### config.mk
export PLATFORM = sky130hd
export DESIGN_NAME = booth_mult_arbiter
export DESIGN_NICKNAME = d
export VERILOG_FILES = /design/src/rtl/booth_mult_arbiter.sv
export SDC_FILE = /design/constraint.sdc
export NUM_CORES = 1
export LEC_CHECK = 0
export CAP_MARGIN = 10
export CORE_ASPECT_RATIO = 1.2
export CORE_MARGIN = 2
export CORE_UTILIZATION = 45
export DETAILED_ROUTE_END_ITERATION = 10
export PLACE_DENSITY = 0.75
export SLEW_MARGIN = 10
export SYNTH_ARGS = -nofsm -noshare
export SYNTH_HDL_FRONTEND = slang
export SYNTH_HIERARCHICAL = 1
export SYNTH_SLANG_ARGS = --single-unit
export TNS_END_PERCENT = 50
### constraint.sdc
create_clock -name clk -period 5.7 [get_ports clk]
set_input_delay 0.855 -clock clk [delete_from_list [all_inputs] [get_ports clk]]
set_output_delay 0.855 -clock clk [all_outputs]
set_load 0.1 [all_outputs]
### src/rtl/booth_mult_arbiter.sv
// Two-requester round-robin front end for one shared 4x4 signed Booth multiplier.
// Operands and product are registered around the multiplier; one op in flight.

module booth_m (
  input  logic signed [3:0] x,
  input  logic signed [3:0] y,
  output logic signed [7:0] p
);

  logic signed [7:0] w_xe;
  logic [4:0]        w_yb;

  assign w_xe = {{4{x[3]}}, x};
  assign w_yb = {y, 1'b0};

  // Radix-2 Booth recoding: (y[i], y[i-1]) = 01 adds, 10 subtracts
  always_comb begin
    p = '0;
    for (int i = 0; i < 4; i++) begin
      case ({w_yb[i+1], w_yb[i]})
        2'b01:   p = p + (w_xe <<< i);
        2'b10:   p = p - (w_xe <<< i);
        default: p = p;
      endcase
    end
  end

endmodule

module booth_mult_arbiter #(
  parameter int CNT_W = 8
) (
  input  logic             clk,
  input  logic             rst_n,
  input  logic             req0_valid,
  input  logic [3:0]       req0_x,
  input  logic [3:0]       req0_y,
  output logic             req0_ready,
  input  logic             req1_valid,
  input  logic [3:0]       req1_x,
  input  logic [3:0]       req1_y,
  output logic             req1_ready,
  output logic             rsp0_valid,
  input  logic             rsp0_ready,
  output logic             rsp1_valid,
  input  logic             rsp1_ready,
  output logic [7:0]       rsp_p,
  output logic             busy,
  output logic [CNT_W-1:0] done_cnt
);

  typedef enum logic [1:0] {
    S_IDLE,
    S_MUL,
    S_RESP
  } state_t;

  state_t           r_state;
  state_t           w_next;
  logic             r_owner;
  logic             r_last;
  logic [3:0]       r_x;
  logic [3:0]       r_y;
  logic [7:0]       r_p;
  logic [CNT_W-1:0] r_cnt;

  logic             w_idle;
  logic             w_g0;
  logic             w_g1;
  logic             w_acc;
  logic             w_done;
  logic [7:0]       w_p;

  booth_m u_mul (
    .x (r_x),
    .y (r_y),
    .p (w_p)
  );

  // r_last == 1 means requester 1 was granted last, so req0 wins a tie
  assign w_idle = (r_state == S_IDLE);
  assign w_g0   = req0_valid && (!req1_valid || r_last);
  assign w_g1   = req1_valid && (!req0_valid || !r_last);
  assign w_acc  = w_idle && (w_g0 || w_g1);
  assign w_done = (r_state == S_RESP)
               && (r_owner ? rsp1_ready : rsp0_ready);

  always_ff @(posedge clk) begin
    if (!rst_n) begin
      r_state <= S_IDLE;
    end else begin
      r_state <= w_next;
    end
  end

  always_comb begin
    w_next = r_state;
    case (r_state)
      S_IDLE:  if (w_acc) w_next = S_MUL;
      S_MUL:   w_next = S_RESP;
      S_RESP:  if (w_done) w_next = S_IDLE;
      default: w_next = S_IDLE;
    endcase
  end

  always_ff @(posedge clk) begin
    if (!rst_n) begin
      r_owner <= 1'b0;
      r_last  <= 1'b1;
      r_x     <= '0;
      r_y     <= '0;
      r_p     <= '0;
      r_cnt   <= '0;
    end else begin
      if (w_acc) begin
        r_x     <= w_g1 ? req1_x : req0_x;
        r_y     <= w_g1 ? req1_y : req0_y;
        r_owner <= w_g1;
        r_last  <= w_g1;
      end
      if (r_state == S_MUL) begin
        r_p <= w_p;
      end
      if (w_done) begin
        r_cnt <= r_cnt + CNT_W'(1);
      end
    end
  end

  assign req0_ready = w_idle && w_g0;
  assign req1_ready = w_idle && w_g1;
  assign rsp0_valid = (r_state == S_RESP) && !r_owner;
  assign rsp1_valid = (r_state == S_RESP) && r_owner;
  assign rsp_p      = r_p;
  assign busy       = !w_idle;
  assign done_cnt   = r_cnt;

endmodule

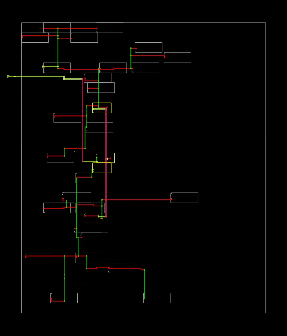
(run_1/clock_nets.png)
flip-flops: 28
clk_lat worst skew: 280 ps
Clock Buffer Count: 4
Clk power: 0.126 mW
Num CTS Buffers: 3

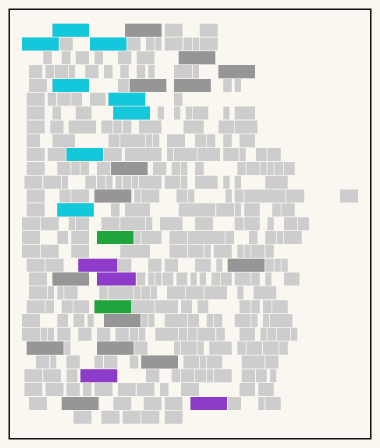
(run_1/ff_map.png)
Other sequential cells in the stronger gray, the rest of the logic in the fainter gray.
r_state: marked green, flops 2. r_x: marked purple, flops 4. done_cnt: marked cyan, flops 8, where north-west.

==> flow_summary.yaml, run 1 <==
# flow metrics
critical_path:
  required_ps: 5830
  slowest_delay_ps: 490
  slowest_stage: "fa_1"
  start_kind: "flip-flop"
  endpoint_kind: "flip-flop"
  crit_type: "flip-flop to flip-flop"
  worstPathMaxFanout: 7
synth:
  edf_count: 0
  ff_type: "dfxtp_1"
  syn_inst: 305
  floorplan.nets: 347
  top_cells_by_area: "dfxtp_1 (23%), ha_1 (8.8%), mux2i_1 (8.7%), a21oi_1 (7.7%), xnor2_1 (5.1%)"
  yosysSeqAreaShare_pct: 23.2
  yosys-stat-area_um2: 2410
  avgSynthCellArea_um2: 7.91
  top_area_cell: "dfxtp_1"
  synth_top_area_share_pct: 23.2
  synth.distinct_cells: 50
  syn_area_um2: 2410
timing:
  finalCritPeriodShare_pct: 92.6
  worstMarginPinSlew_ps: 1090
  hold_ws_ps: 457
  fin_ws_ps: 422
  fin_tns_setup_ps: 0
  hold_viol_final: 0
  rsz0062_at_grt: "false"
  finClkSkew_ps: 3.14
  setup_viol: 0
  fin_crit_ps: 5280
route:
  wirelength_mm: 5.69
  first_pass_iters: 4
  wl_per_cell_um: 14.3
  num_vias: 2253
  drc: 0
global_routing:
  grt_pass1_vias: 2149
  grt_max_degree: 26
  grt_util_all_layers_pct: 19.6
  antenna_found_initial: 0
  overflow: 0
cells_and_area:
  syn_to_final_growth_pct: 20.7
  final_cell_area_um2: 2910
  layout.nets: 378
  n_fill_cell: 516
floorplan:
  fp_util_pct: 46.2
  dieArea_um2: 5960
  die_w_um: 70.8
  dieHeight_um: 84.2
placement:
  io_buffers: 42
  placed_area_um2: 2850
  dpl.cell_count: 393
  dpl.hpwl_mm: 4.35
cts:
  path_clk_slew_ps: 100
  cts_tree: "built"
  cts_sinks: 28
  clk_root_buffer_cell: "clkbuf_8"
  cts_buffer_depth: 2
  htree_levels: 1
  cts_hold_buf: 0
run_status:
  status: "finished clean"
pwr:
  p_per_area_nw_per_um2: 394
  clkPwrFrac_pct: 11.0
  total_leakage_power_nw: 1.14
  power.switching_mw: 0.532
  intPower_mw: 0.614
  finalPower_mw: 1.15
  switching_share_pct: 46.4
  power_frac_comb_pct: 68.4
flow_run:
  max_cap_violations: 0
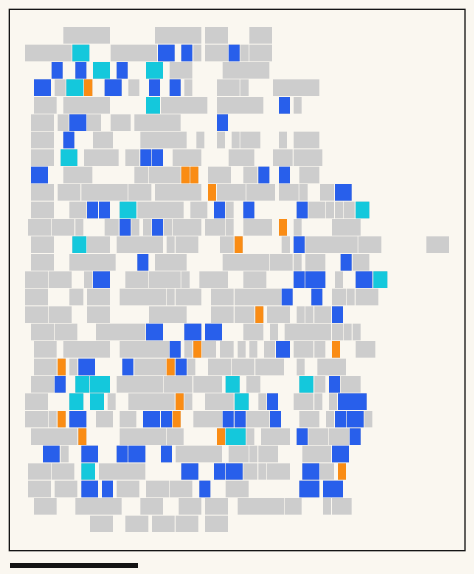
(run_1/gates.png)
Bar = 20 um.
inv cells: marked orange, cells 17. aoi and oai cells: marked blue, cells 74. and/or cells: marked cyan, cells 19.
Comb area share: 58.4%
Cell Count, Final, Fillers Out: 397

==> run 1: logic make-up (layout without fill, tap and decap cells) <==
group / count (synthesis) / in the layout / share of synthesized area [%]
xor+xnor: 19 / 19 / 7.47
buf+inv: 37 / 67 / 6.43
fa+ha+maj: 21 / 21 / 11.7
flops: 28 / 28 / 23.2
simple gates: 98 / 98 / 21.2
mux: 24 / 24 / 10.1
compound gates: 78 / 78 / 19.8
==> run 1: worst paths after layout <==
| path | from | to | depth (start not counted) | slack, ps |
|---|---|---|---|---|
| max | r_x[0]$_SDFFE_PN0P_ | rsp_p[7]$_SDFFE_PN0N_ | 25 | 420 |
| min | rsp_p[4]$_SDFFE_PN0N_ | rsp_p[4]$_SDFFE_PN0N_ | 2 | 460 |
| max reg2reg | r_x[0]$_SDFFE_PN0P_ | rsp_p[7]$_SDFFE_PN0N_ | 25 | 420 |
| min reg2reg | rsp_p[4]$_SDFFE_PN0N_ | rsp_p[4]$_SDFFE_PN0N_ | 2 | 460 |
==> run 1: placed cells by master (no fill, tap or decap), drive strengths merged, types with 3 or more instances in the layout <==
cell           instances
and2                   5
a211oi                 9
dfxtp                 28
ha                    17
o21ai                  9
nor2                  21
inv                   17
clkdlybuf4s50         42
o31ai                  8
buf                    4
nand2                 31
nor3                   7
mux2i                 21
clkbuf                 4
nor2b                  6
or3                    3
a21boi                 4
xnor2                 14
xor2                   4
or4                    5
a21oi                 38
nand2b                 6
fa                     3
nand3                  3
mux2                   3
==> run 1: power by group through the flow <==
| stage | sequential, mW | combinational (mW) | clock, mW |
|---|---|---|---|
| global route | 0.239 | 0.866 | 0.135 |
| detailed placement | 0.240 | 0.781 | 0 |
| floorplan | 0.312 | 0.562 | 0 |
| global placement | 0.240 | 0.761 | 0 |
| CTS | 0.236 | 0.783 | 0.128 |
| finish | 0.236 | 0.783 | 0.126 |
==> run 1: Yosys cell counts (3+ instances only) <==
cell and instances:
or3_1 3, nand3_1 3, a21boi_1 3, a211oi_1 9, nor3_1 6, xnor2_1 14
nor2b_1 6, mux2i_1 21, inv_1 17, buf_2 7, or4_1 5, nor2_1 20
o21ai_1 3, clkbuf_1 10, fa_1 3, a21oi_1 37, o31ai_1 7, nand2_1 31
nand2b_1 6, mux2_2 3, and2_1 5, o21ai_0 6, xor2_1 4, ha_1 17
dfxtp_1 28
==> run 1: area by class of cell <==
class,instances,area [um^2],share of cell area (%)
Multi-Input combinational cell,240,1700,58.4
Sequential cell,28,563,19.3
Timing Repair Buffer,46,450,15.5
Tap cell,62,77.6,2.66
Inverter,17,63.8,2.19
Clock buffer,4,55.1,1.89
==> run 1: critical path, delay by kind of cell (launching register included) <==
family	cells	cell delay, ps
compound gates	6	950
flops	1	370
fa+ha+maj	4	1390
buf+inv	1	100
simple gates	11	1550
xor+xnor	3	780
==> run 1: routing by layer <==
layer  wire (um)  share of wire (%)  vias to the layer above  GRT usage [%]
met1        2550                 45                     1052           24.2
met4         121                2.1                        0           6.35
li1            -                  -                     1136              -
met5           0                  0                        -              0
met3         194                3.4                       11           2.28
met2        2820                 50                       54           35.2
==> run 1: repair_timing <==
item / in CTS / in global routing
resized: 0 / 3
endpoints found under the setup margin: 0 / 1
buffers inserted: 0 / 0
==> run_1/layers.png <==
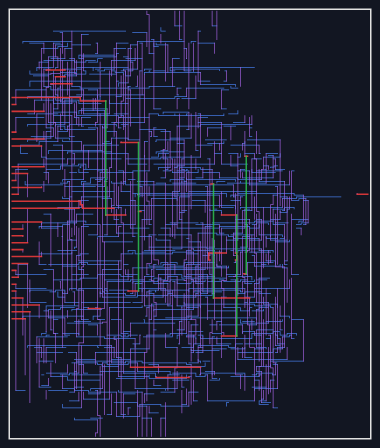

## Run 2: what changed since run 1
--- a/config.mk
+++ b/config.mk
@@ -6,7 +6,7 @@
 export NUM_CORES = 1
 export LEC_CHECK = 0
 export CAP_MARGIN = 10
-export CORE_ASPECT_RATIO = 1.2
+export CORE_ASPECT_RATIO = 1.1
 export CORE_MARGIN = 2
 export CORE_UTILIZATION = 45
 export DETAILED_ROUTE_END_ITERATION = 10
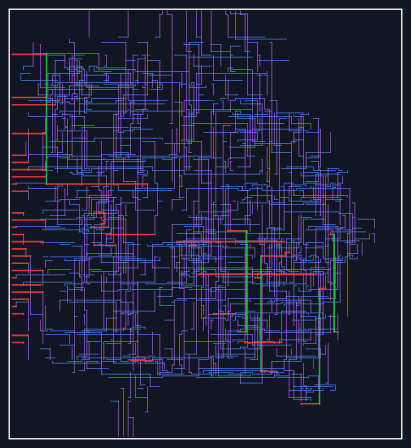
(run_2/layers.png)
M4: marked green, wire length 105 um. M1: marked blue, wire length 2530 um. M3: marked red, wire length 222 um. M2: marked purple, wire length 2640 um.
drt total wl: 5.49 mm
post-DR wirelength/cell: 13.6 um
Tot GR Track Use: 18.6%
vias after detailed routing: 2229

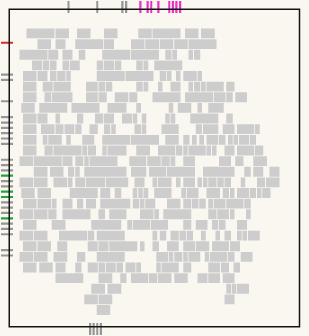
(run_2/pinout.png)
Pins as bars across the die edge, other pins in gray.
rsp_p: marked magenta, pins 8, direction output, edge north. clk: marked red, pins 1, direction input, edge west. req1_x: marked green, pins 4, direction input, edge west.
Die Wd: 73.8 um
number of port buffers: 42
Die Span Y: 80.8 um

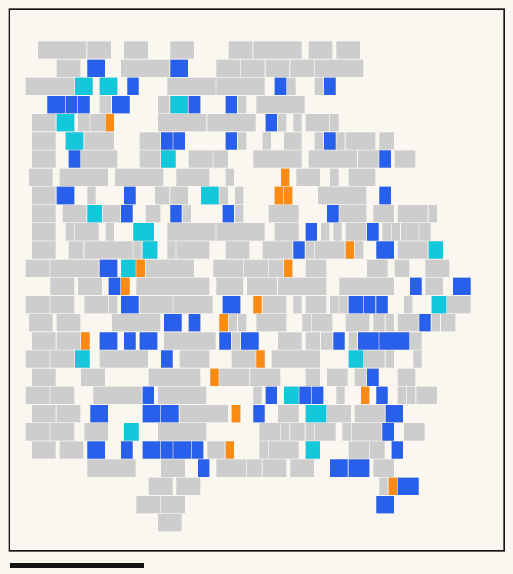
(run_2/gates.png)
Bar = 20 um.
aoi and oai cells: marked blue, cells 74. and/or cells: marked cyan, cells 19. inv cells: marked orange, cells 17.

==> flow_summary.yaml, run 2 <==
# flow metrics
critical_path:
  required_ps: 5840
  slowest_stage: "fa_1"
  critPathBufInv: 1
  path_delay_family: "adder cells"
  reg2reg_to: "rsp_p[7]$_SDFFE_PN0N_"
  reg2reg_setup_slack_ps: 380
  start_kind: "flip-flop"
  endpoint_kind: "flip-flop"
  worstPathMaxFanout: 7
  crit_type: "flip-flop to flip-flop"
  r2r_cells: 25
  worst_r2r_startpoint: "r_x[0]$_SDFFE_PN0P_"
  slowest_delay_ps: 480
cts:
  cts_hold_buf: 0
  cts_buffers: 3
  clock_latency_ps: 280
  htree_levels: 1
  clk_root_buffer_cell: "clkbuf_8"
  cts_sinks: 28
  post_cts_buffers: 0
  postCtsResizedCells: 0
  cts_tree: "built"
  path_clk_slew_ps: 100
  cts_buffer_depth: 2
route:
  viasPerCell: 5.50
  drt_iter0_drc: 84
  first_pass_iters: 4
  drc: 0
placement:
  finalWeightedCongestion: 0.810
  dpl.hpwl_mm: 4.09
worst_hold_path:
  hp-class: "flip-flop to flip-flop"
  min_from: "rsp_p[3]$_SDFFE_PN0N_"
  hold_depth: 2
  whs_endpoint: "rsp_p[3]$_SDFFE_PN0N_"
global_routing:
  overflow: 0
  grt.met1_usage_pct: 25.0
  grt_pass1_vias: 2030
  grt_util_met3_pct: 2.36
  globalRoute.busiestLayer: "met2"
  antenna_found_initial: 0
  grt_max_degree: 26
  grt_pass1_wl_mm: 9.00
  use_met2_pct: 30.4
synth:
  syn_inst: 305
  avgSynthCellArea_um2: 7.91
  yosys-stat-area_um2: 2410
  edf_count: 0
  synth.distinct_cells: 50
  top_cell: "a21oi_1"
  synth_top_area_share_pct: 23.2
  ff_type: "dfxtp_1"
  syn_area_um2: 2410
  yosysSeqAreaShare_pct: 23.2
  top_cells_by_area: "dfxtp_1 (23%), ha_1 (8.8%), mux2i_1 (8.7%), a21oi_1 (7.7%), xnor2_1 (5.1%)"
  floorplan.nets: 347
  top_area_cell: "dfxtp_1"
  common_cells: "a21oi_1 (37), nand2_1 (31), dfxtp_1 (28)"
cells_and_area:
  final_layout_top_logic_cells: "clkdlybuf4s50_1 (42), a21oi_1 (37), nand2_1 (31)"
  syn_to_final_growth_pct: 21.3
  combGateArea_um2: 1700
  n_fill_cell: 455
  layout.nets: 376
  final-seq-area_um2: 563
  mostFrequentLayoutCell: "clkdlybuf4s50_1"
timing:
  setup_viol: 0
  worstMarginPinSlew_ps: 1050
  finalCritPeriodShare_pct: 93.3
  fin_ws_ps: 382
  hold_viol_final: 0
  finClkSkew_ps: 13.0
  slew_violations: 0
  fin_crit_ps: 5320
floorplan:
  fp_util_pct: 47.3
  rows: 27
  dieArea_um2: 5960
run_status:
  status: "finished clean"
pwr:
  total_leakage_power_nw: 1.14
  p_per_area_nw_per_um2: 404
flow_run:
  max_cap_violations: 0
[run 2: netlist changes by cell type in the layout (fill, tap and decap cells not counted), sizes merged]
cell,change
buf,-2
bufinv,+1
clkbuf,-1
[run 2: area by class of cell]
cell class | count | share of cell area (%)
multi-input cells | 240 | 58.2
flip-flops and latches | 28 | 19.2
repair buffers | 44 | 14.9
well taps | 72 | 3.08
inverters | 17 | 2.18
clock buffers | 3 | 1.41
clock inverters | 1 | 1.03
[run 2: layer usage]
metal | part of all wire, % | up-vias
met4 | 1.9 | 0
met3 | 4.0 | 11
met5 | 0 | -
li1 | - | 1129
met2 | 48 | 60
met1 | 46 | 1029
[run 2: how the worst max path moves through the flow]
stage | start | endpoint | cells past startpoint
finish | r_x[0]$_SDFFE_PN0P_ | rsp_p[7]$_SDFFE_PN0N_ | 25
global route | r_x[0]$_SDFFE_PN0P_ | rsp_p[7]$_SDFFE_PN0N_ | 25
CTS | r_x[0]$_SDFFE_PN0P_ | rsp_p[7]$_SDFFE_PN0N_ | 26
detailed placement | r_x[0]$_SDFFE_PN0P_ | rsp_p[7]$_SDFFE_PN0N_ | 26
global placement | r_x[0]$_SDFFE_PN0P_ | rsp_p[7]$_SDFFE_PN0N_ | 26
floorplan | r_x[0]$_SDFFE_PN0P_ | rsp_p[7]$_SDFFE_PN0N_ | 27
[run 2: cell families (layout without fill, tap and decap cells)]
| kind of cell | after synthesis | count (layout) | share of synthesized area, % |
|---|---|---|---|
| AND-OR/OR-AND | 78 | 78 | 19.8 |
| multiplexers | 24 | 24 | 10.1 |
| flip-flops | 28 | 28 | 23.2 |
| buffers and inverters | 37 | 65 | 6.43 |
| XOR/XNOR | 19 | 19 | 7.47 |
| AND/OR/NAND/NOR | 98 | 98 | 21.2 |
| adder cells (fa/ha/maj) | 21 | 21 | 11.7 |
[run 2: power breakdown]
group,switching [mW],internal (mW),total [mW]
clock,0.0629,0.0941,0.157
sequential,0.0233,0.217,0.240
combinational,0.449,0.336,0.785
[run 2: stage by stage]
stage               power [mW]  area (um^2)  TNS [ps]  hold WS, ps  std cells
detailed placement        1.02         2850         0          448        401
finish                    1.18         2930         0          464        405
CTS                       1.18         2920         0          464        405
floorplan                0.874         2410         0          482        305
global route              1.27         2930     -23.1          490        405
global placement         0.999         2850         0          447        401
[run 2: worst min-delay path: cells and delay by family (launching register included)]
kind | cells | cell delay, ps
and+or+nand+nor | 1 | 50
AOI/OAI and AO/OA | 1 | 50
DFF | 1 | 330
Power and IR drop assume default switching activity.
